$ cat src/rtl/mem_port_arbiter.sv
// Arbiter sharing one single-port unified memory between the fetch stage and the
// memory stage. One access is in flight at a time; every clock edge is an
// arbitration edge. Data has priority unless fetch has lost STARVE_LIMIT times.
module mem_port_arbiter #(
  parameter int unsigned STARVE_LIMIT = 3
) (
  input  logic        clk,
  input  logic        reset,
  input  logic        if_req,
  input  logic [15:0] if_addr,
  input  logic        if_flush,
  output logic        if_ready,
  output logic [15:0] if_rdata,
  input  logic        d_req,
  input  logic        d_we,
  input  logic [15:0] d_addr,
  input  logic [15:0] d_wdata,
  output logic        d_ready,
  output logic [15:0] d_rdata,
  output logic [15:0] mem_addr,
  output logic [15:0] mem_wdata,
  output logic        mem_we,
  input  logic [15:0] mem_rdata
);

  typedef enum logic [1:0] {
    StIdle  = 2'd0,
    StGntIf = 2'd1,
    StGntD  = 2'd2
  } state_e;

  state_e      state_q, state_d;
  logic [3:0]  starve_q, starve_d;
  logic [15:0] mem_addr_q, mem_addr_d;
  logic [15:0] mem_wdata_q, mem_wdata_d;
  logic        mem_we_q, mem_we_d;
  logic        if_ready_q, if_ready_d;
  logic        d_ready_q, d_ready_d;
  logic [15:0] if_rdata_q, if_rdata_d;
  logic [15:0] d_rdata_q, d_rdata_d;

  logic        if_elig;
  logic        d_elig;
  logic        fetch_first;

  // State and registered outputs; synchronous reset aborts any access in flight.
  always_ff @(posedge clk) begin
    if (reset) begin
      state_q     <= StIdle;
      starve_q    <= 4'd0;
      mem_addr_q  <= 16'd0;
      mem_wdata_q <= 16'd0;
      mem_we_q    <= 1'b0;
      if_ready_q  <= 1'b0;
      d_ready_q   <= 1'b0;
      if_rdata_q  <= 16'd0;
      d_rdata_q   <= 16'd0;
    end else begin
      state_q     <= state_d;
      starve_q    <= starve_d;
      mem_addr_q  <= mem_addr_d;
      mem_wdata_q <= mem_wdata_d;
      mem_we_q    <= mem_we_d;
      if_ready_q  <= if_ready_d;
      d_ready_q   <= d_ready_d;
      if_rdata_q  <= if_rdata_d;
      d_rdata_q   <= d_rdata_d;
    end
  end

  // Arbitration: a requester whose grant ends at this edge may not be re-granted.
  always_comb begin
    if_elig     = if_req && !if_flush && (state_q != StGntIf);
    d_elig      = d_req && (state_q != StGntD);
    fetch_first = (32'(starve_q) >= STARVE_LIMIT);

    if (if_elig && (!d_elig || fetch_first)) begin
      state_d = StGntIf;
    end else if (d_elig) begin
      state_d = StGntD;
    end else begin
      state_d = StIdle;
    end

    if ((state_d == StGntIf) || !if_req || if_flush) begin
      starve_d = 4'd0;
    end else if (if_elig && (starve_q != 4'hF)) begin
      starve_d = starve_q + 4'd1;
    end else begin
      starve_d = starve_q;
    end
  end

  // Next values of the memory port and of the completion outputs.
  always_comb begin
    mem_addr_d  = mem_addr_q;
    mem_wdata_d = mem_wdata_q;
    mem_we_d    = 1'b0;
    case (state_d)
      StGntIf: mem_addr_d = if_addr;
      StGntD: begin
        mem_addr_d  = d_addr;
        mem_wdata_d = d_wdata;
        mem_we_d    = d_we;
      end
      default: ;
    endcase

    // A flushed fetch still reads memory but its result is dropped.
    if_ready_d = (state_q == StGntIf) && !if_flush;
    if_rdata_d = if_ready_d ? mem_rdata : if_rdata_q;
    d_ready_d  = (state_q == StGntD);
    d_rdata_d  = (d_ready_d && !mem_we_q) ? mem_rdata : d_rdata_q;
  end

  assign mem_addr  = mem_addr_q;
  assign mem_wdata = mem_wdata_q;
  // Gated by reset so a store aborted by reset never reaches the memory edge.
  assign mem_we    = mem_we_q && !reset;
  assign if_ready  = if_ready_q;
  assign d_ready   = d_ready_q;
  assign if_rdata  = if_rdata_q;
  assign d_rdata   = d_rdata_q;

endmodule

$ cat config.mk
export PLATFORM = sky130hd
export DESIGN_NAME = mem_port_arbiter
export DESIGN_NICKNAME = d
export VERILOG_FILES = /design/src/rtl/mem_port_arbiter.sv
export SDC_FILE = /design/constraint.sdc
export NUM_CORES = 1
export LEC_CHECK = 0
export ABC_AREA = 1
export CORE_ASPECT_RATIO = 0.6
export CORE_MARGIN = 2
export CORE_UTILIZATION = 34
export CTS_BUF_LIST = sky130_fd_sc_hd__clkbuf_4 sky130_fd_sc_hd__clkbuf_8
export CTS_CLUSTER_DIAMETER = 150
export DETAILED_ROUTE_END_ITERATION = 10
export PLACE_DENSITY = 0.69
export SLEW_MARGIN = 20
export SYNTH_ARGS = -nofsm -noshare
export SYNTH_HDL_FRONTEND = slang
export SYNTH_SLANG_ARGS = --single-unit
$ cat constraint.sdc
create_clock -name clk -period 3.5 [get_ports clk]
set_input_delay 0.525 -clock clk [delete_from_list [all_inputs] [get_ports clk]]
set_output_delay 0.525 -clock clk [all_outputs]
set_load 0.1 [all_outputs]
==> run notes, run 1 <==
Notes on the physical design

The run finished with clean final reports. The maximum count of clock buffers along a single path is 2. Hold is met by 441 ps. Before antenna repair, the detailed router went through 4 iterations.

Per the layout report, the design carries 743 filler cells. In this run the number of cells on the critical path is 1. The final count of pins violating max slew is 0.

The worst setup path is launched from a flop. From the final report, the count of setup violators was given as 0. The count of yosys warnings during synthesis is 0. The proportion of synthesized chip area in sequential cells is 52.6%. The final layout contains 551 nets. After the first detailed-routing iteration, the DRC count stood at 166. The critical path buffer and inverter count is 1. The script parses the final routing iteration and logs DRC violations as 0. The async set or reset register ratio after synthesis is 0%.

The largest fanout of any net on the critical path is 2. After its last routability iteration, the placer logged a weighted congestion of 0.752. The number of antenna violations at the first check in global routing came to 0. During I/O placement, the number of pins put on the boundary was 137. Per STA, the highest per-stage delay on the worst path measures 1160 ps. The HPWL reported at the end of detailed placement is 5.53 mm.

The post-synth net total is 422. The overall die area is 8940 um^2. Broken down by cell family, the worst path's largest delay share belongs to buffers and inverters. On the reported timing paths, the clock transition at the registers reads 70 ps. The share of the synthesized area in the top cell type is 52.6%. The number of storage elements in the synthesis netlist is 73. Summing over the stages, the warning tally comes to 26. After synthesis, the cell types taking the most area are sky130_fd_sc_hd__dfxtp_1, sky130_fd_sc_hd__o21ai_0, sky130_fd_sc_hd__a21oi_1.
-- run 1: state kept, by name, summed over array words and instances, names as in the netlist --
name / count
mem_we_q: 1
mem_addr: 16
state_q: 2
if_ready: 1
d_ready: 1
starve_q: 4
mem_wdata: 16
if_rdata: 16
d_rdata: 16
-- run 1: cells in the mapped netlist (2+ instances only) --
master	instances
sky130_fd_sc_hd__a21oi_1	51
sky130_fd_sc_hd__clkbuf_1	13
sky130_fd_sc_hd__dfxtp_1	73
sky130_fd_sc_hd__o21ai_1	8
sky130_fd_sc_hd__nand2_1	27
sky130_fd_sc_hd__buf_6	4
sky130_fd_sc_hd__inv_1	42
sky130_fd_sc_hd__o21ai_0	72
sky130_fd_sc_hd__nand2_2	3
sky130_fd_sc_hd__buf_2	2
sky130_fd_sc_hd__nand3_1	3
sky130_fd_sc_hd__nor2_1	41
-- run 1: final timing paths --
path | slack (ps) | from | to
setup / recovery | 1140 | if_rdata[2]$_SDFFE_PP0P_ | if_rdata[2]
hold / removal | 440 | if_rdata[9]$_SDFFE_PP0P_ | if_rdata[9]$_SDFFE_PP0P_
setup reg to reg | 1760 | state_q[1]$_SDFF_PP0_ | mem_addr[1]$_SDFFE_PP0P_
hold reg to reg | 440 | if_rdata[9]$_SDFFE_PP0P_ | if_rdata[9]$_SDFFE_PP0P_
-- run 1: layer usage --
layer  track usage (%)  share of wire (%)  vias up
li1                  -                  -     1395
met1              22.9                 47     1237
met2              27.1                 42      102
met3              8.36                 10       11
met4              4.65                1.3        0
met5                 0                  0        -
-- run 1: layout make-up --
class | instances | area, um^2 | area share (%)
Timing Repair Buffer | 139 | 1390 | 31.9
Tap cell | 108 | 135 | 3.09
Inverter | 43 | 161 | 3.69
Multi-Input combinational cell | 214 | 1040 | 23.9
Clock buffer | 13 | 173 | 3.95
Sequential cell | 73 | 1460 | 33.4
-- run 1: logic make-up after synthesis --
group	count (synthesis)	synth area share (%)
simple gates	78	12.0
fa+ha+maj	1	0.450
compound gates	134	24.7
flops	73	52.6
xor+xnor	1	0.315
buf+inv	64	10.0
-- run 1: where the power goes --
group / internal [W] / switching (W)
Clock: 0.000312 / 0.000273
Sequential: 0.000884 / 0.0000267
Combinational: 0.000190 / 0.000492
Total: 0.00139 / 0.000791
-- run 1: metrics by stage --
| step | cells | instance area, um^2 | power [W] |
|---|---|---|---|
| 6_report | 590 | 4370 | 0.00218 |
| 5_1_grt | 590 | 4370 | 0.00227 |
| 4_1_cts | 590 | 4360 | 0.00221 |
| 3_5_place_dp | 577 | 4190 | 0.00161 |
| 3_3_place_gp | 577 | 4190 | 0.00161 |
| 2_1_floorplan | 351 | 2780 | 0.00141 |
==> run_1/io_placement.png <==
The bar under the picture is 20 um long. Pins as bars across the die edge, other pins in gray.
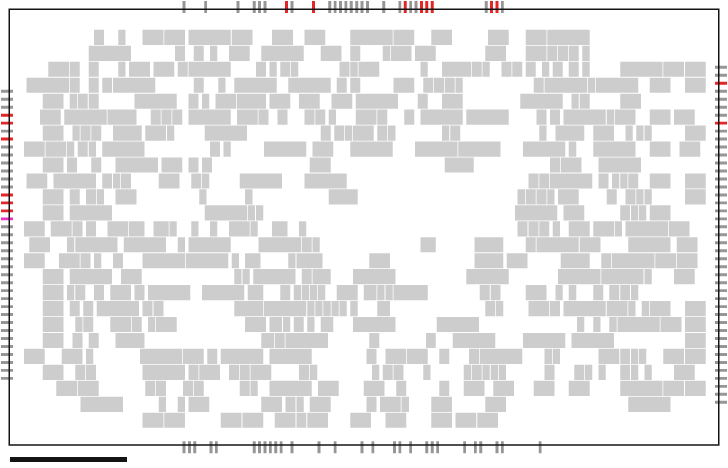
Red marks `if_rdata`, pins 16, direction output, edge 8 top, 6 left, 2 right. Magenta marks `mem_we`, pins 1, direction output, edge left.
Port Buffer Count: 136
height of the die: 74.0 um
Chip Width: 121 um

==> run_1/cell_density.png <==
The die is cut into 12 by 7 equal tiles; white is low, dark blue is high, 0 to 100% covered.
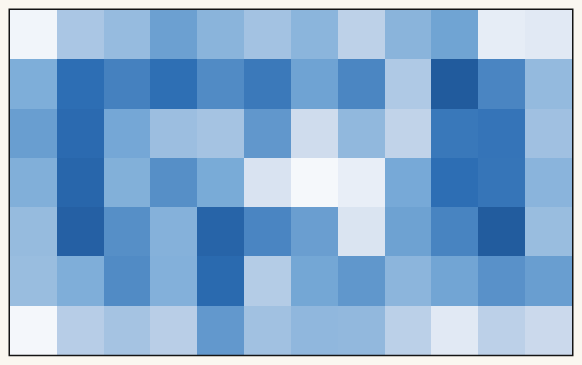
9.5% of the tiles are over 75% full. The mean over all tiles is 47%. The emptiest ninth of the die: center. The fullest tile reaches 83%.
area of the placeable core: 7910 um^2
floorplan-stage core utilization: 35.1%
final cell utilization of the core: 55.2%

==> run_1/sizes.png <==
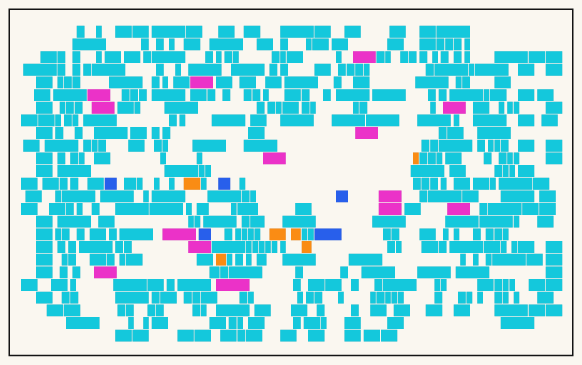
Cyan marks _0 and _1 cells, cells 457, share 95%. Magenta marks _6 and larger, cells 14, share 2.9%. Blue marks _3 and _4 cells, cells 5, share 1.0%. Orange marks _2 cells, cells 6, share 1.2%.
area overhead of the layout relative to synthesis: 57.2%
Non-clk bufs: 139
worst path setup slack after routing: 1140 ps
Design Area, Final: 4370 um^2

==> run_1/detail.png <==
Window x 81 to 101, y 46 to 66 um. Cells in gray, sequential cells in the stronger gray; small squares are vias.
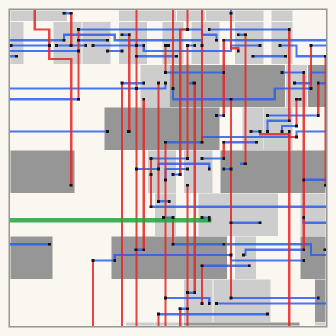
Blue marks metal 1. Red marks metal 2. Green marks metal 3.
24 logic cells have their middle in the window. Sequential cells in the window: 5. Most frequent: inv_1 (7), a21oi_1 (6), dfxtp_1 (5). Netlist names of flops here include `d_rdata` (3), `if_rdata` (2).

==> run_1/placement.png <==
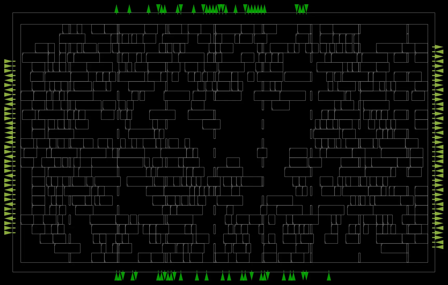

## Run 2: what changed since run 1
==> constraint.sdc (replaced) <==
create_clock -name clk -period 2.27 [get_ports clk]
set_input_delay 0.3405 -clock clk [delete_from_list [all_inputs] [get_ports clk]]
set_output_delay 0.3405 -clock clk [all_outputs]
set_load 0.1 [all_outputs]
==> run_2/placement.png <==
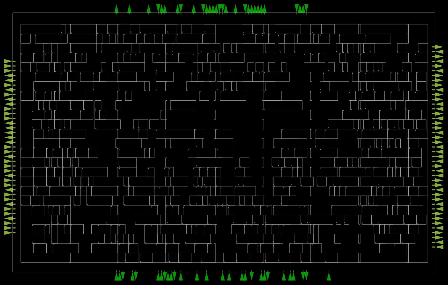
count of placed standard cells in the final layout, fillers left out: 597
layout filler cell count: 741
proportion of cell area occupied by registers: 34.1%

==> run_2/sizes.png <==
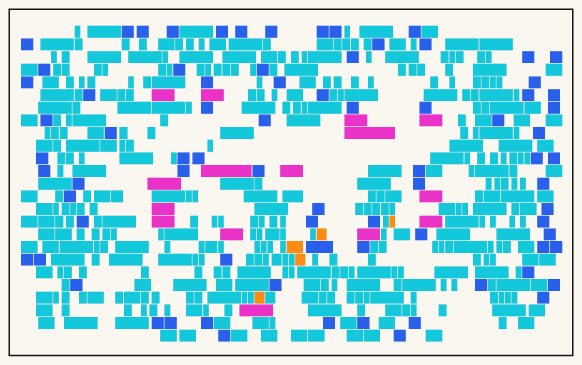
Cyan marks _0 and _1 cells, cells 392, share 80%. Magenta marks _6 and larger, cells 15, share 3.1%. Blue marks _3 and _4 cells, cells 77, share 16%. Orange marks _2 cells, cells 5, share 1.0%.
worst path setup slack after routing: 565 ps
Non-clk bufs: 143

==> run_2/detail.png <==
Window x 81 to 101, y 46 to 66 um. Cells in gray, sequential cells in the stronger gray; small squares are vias.
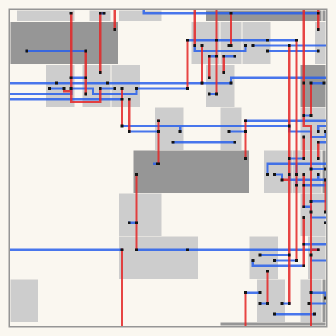
Blue marks metal 1. Red marks metal 2.
20 logic cells have their middle in the window. Sequential cells in the window: 2. Netlist names of flops here include `d_rdata` (1), `if_rdata` (1). Most frequent: o21ai_0 (8), a21oi_1 (5), inv_1 (3).

==> run 2 against run 1 <==
Net effect:
- critical path depth up 2
- cell count up 1.2%
- setup slack worse by 570 ps
- first-iteration DRC count down 45%
- sequential power up 54%
- via count down 0.44%
- final area down 1.8%
- core utilization down 1.0 points
- combinational power up 51%
- power up 65%
- sequential share of layout area up 0.61 points
- critical endpoint is now mem_we
- largest power group unchanged
==> run notes, run 2 <==
Notes on the physical design

The chip occupies 8940 um^2. The setup slack of the worst register-to-register path is 690 ps. The async set or reset register ratio after synthesis is 0%.

In the post-synthesis netlist, the biggest area contributors are sky130_fd_sc_hd__dfxtp_1, sky130_fd_sc_hd__o21ai_0, sky130_fd_sc_hd__a21oi_1. Before placement the cells fill 35.1% of the core. The flow ran to the end, and the final reports show no timing, DRC or antenna violations. From synthesis to final layout, the design area changed by 54.4%.

The most common cell in the synthesized netlist is sky130_fd_sc_hd__dfxtp_1. The violation count after the first detailed-routing iteration is 91. The highest-utilization routing layer at the global route stage is met2. The final timing report lists a max-slew violation count of 0. Per the OpenROAD floorplan log, the width of the die is 121 um.

Once synthesis finished, the tally of register bits stood at 73. 137 I/O pins were placed. TritonRoute reported its final design rule violation total as 0.

The post-synth net total is 422. Global routing used 21.9% of the available met1 tracks. Of the post-synthesis cell area, the dominant cell type holds 52.6%.

The final design utilization is 54.2%. The largest fanout of any net on the critical path is 7. The clock network fraction of total power is 32.2%.

The vertical die dimension reported for this design is 74.0 um. The met3 layer usage reported by global route is 7.36%. The proportion of synthesized chip area in sequential cells is 52.6%. Cell internal power was estimated by the tool at 0.00232 W. The sequential group share of total power is 39.1%. The maximum count of clock buffers along a single path is 2. The script computed the net switching share of total power as 35.2%.
run 2: cell counts after synthesis:
No cell type changed its count.
run 2: metrics by stage:
stage	instance area [um^2]	std cells	hold WS, ps	power, W	setup WS (ps)
after floorplan	2780	351	413	0.00217	336
after global placement	4060	581	433	0.00246	334
after detailed placement	4060	581	436	0.00246	275
after CTS	4290	597	447	0.00363	542
after global routing	4290	597	471	0.00374	506
final	4290	597	445	0.00359	565
run 2: final cells by class:
type,instances,area (um^2),share of cell area [%]
flip-flops and latches,73,1460,34.1
clock inverters,4,75.1,1.75
repair buffers,143,1260,29.3
multi-input cells,214,1040,24.2
inverters,43,161,3.76
clock buffers,12,159,3.70
well taps,108,135,3.15
run 2: cells by family after synthesis:
| kind of cell | Yosys count | share of synthesized area (%) |
|---|---|---|
| simple gates | 78 | 12.0 |
| flops | 73 | 52.6 |
| fa+ha+maj | 1 | 0.450 |
| xor+xnor | 1 | 0.315 |
| compound gates | 134 | 24.7 |
| buf+inv | 64 | 10.0 |
run 2: routing by layer:
metal	up-vias	part of all wire, %
met5	-	0
met4	0	1.3
met3	8	10
met2	114	42
met1	1202	47
li1	1409	-
run 2: path summary, 6_finish.rpt:
check / startpoint / end
setup / recovery: reset / mem_we
hold / removal: d_rdata[4]$_SDFFE_PP0P_ / d_rdata[4]$_SDFFE_PP0P_
setup reg to reg: starve_q[0]$_SDFFE_PP0P_ / starve_q[3]$_SDFFE_PP0P_
hold reg to reg: d_rdata[4]$_SDFFE_PP0P_ / d_rdata[4]$_SDFFE_PP0P_
run 2: critical path: cells and delay by family:
| kind | cells | cell delay, ps |
|---|---|---|
| buffers and inverters | 2 | 760 |
| and+or+nand+nor | 1 | 260 |
run 2: power groups by stage:
stage          clock network [W]  registers [W]  logic (W)
6_report                 0.00116        0.00140    0.00103
5_1_grt                  0.00125        0.00141    0.00108
4_1_cts                  0.00119        0.00140    0.00103
3_5_place_dp                   0        0.00143    0.00103
3_3_place_gp                   0        0.00143    0.00103
2_1_floorplan                  0        0.00199   0.000178
No activity file was given, so power comes from the tool's default toggle rates.
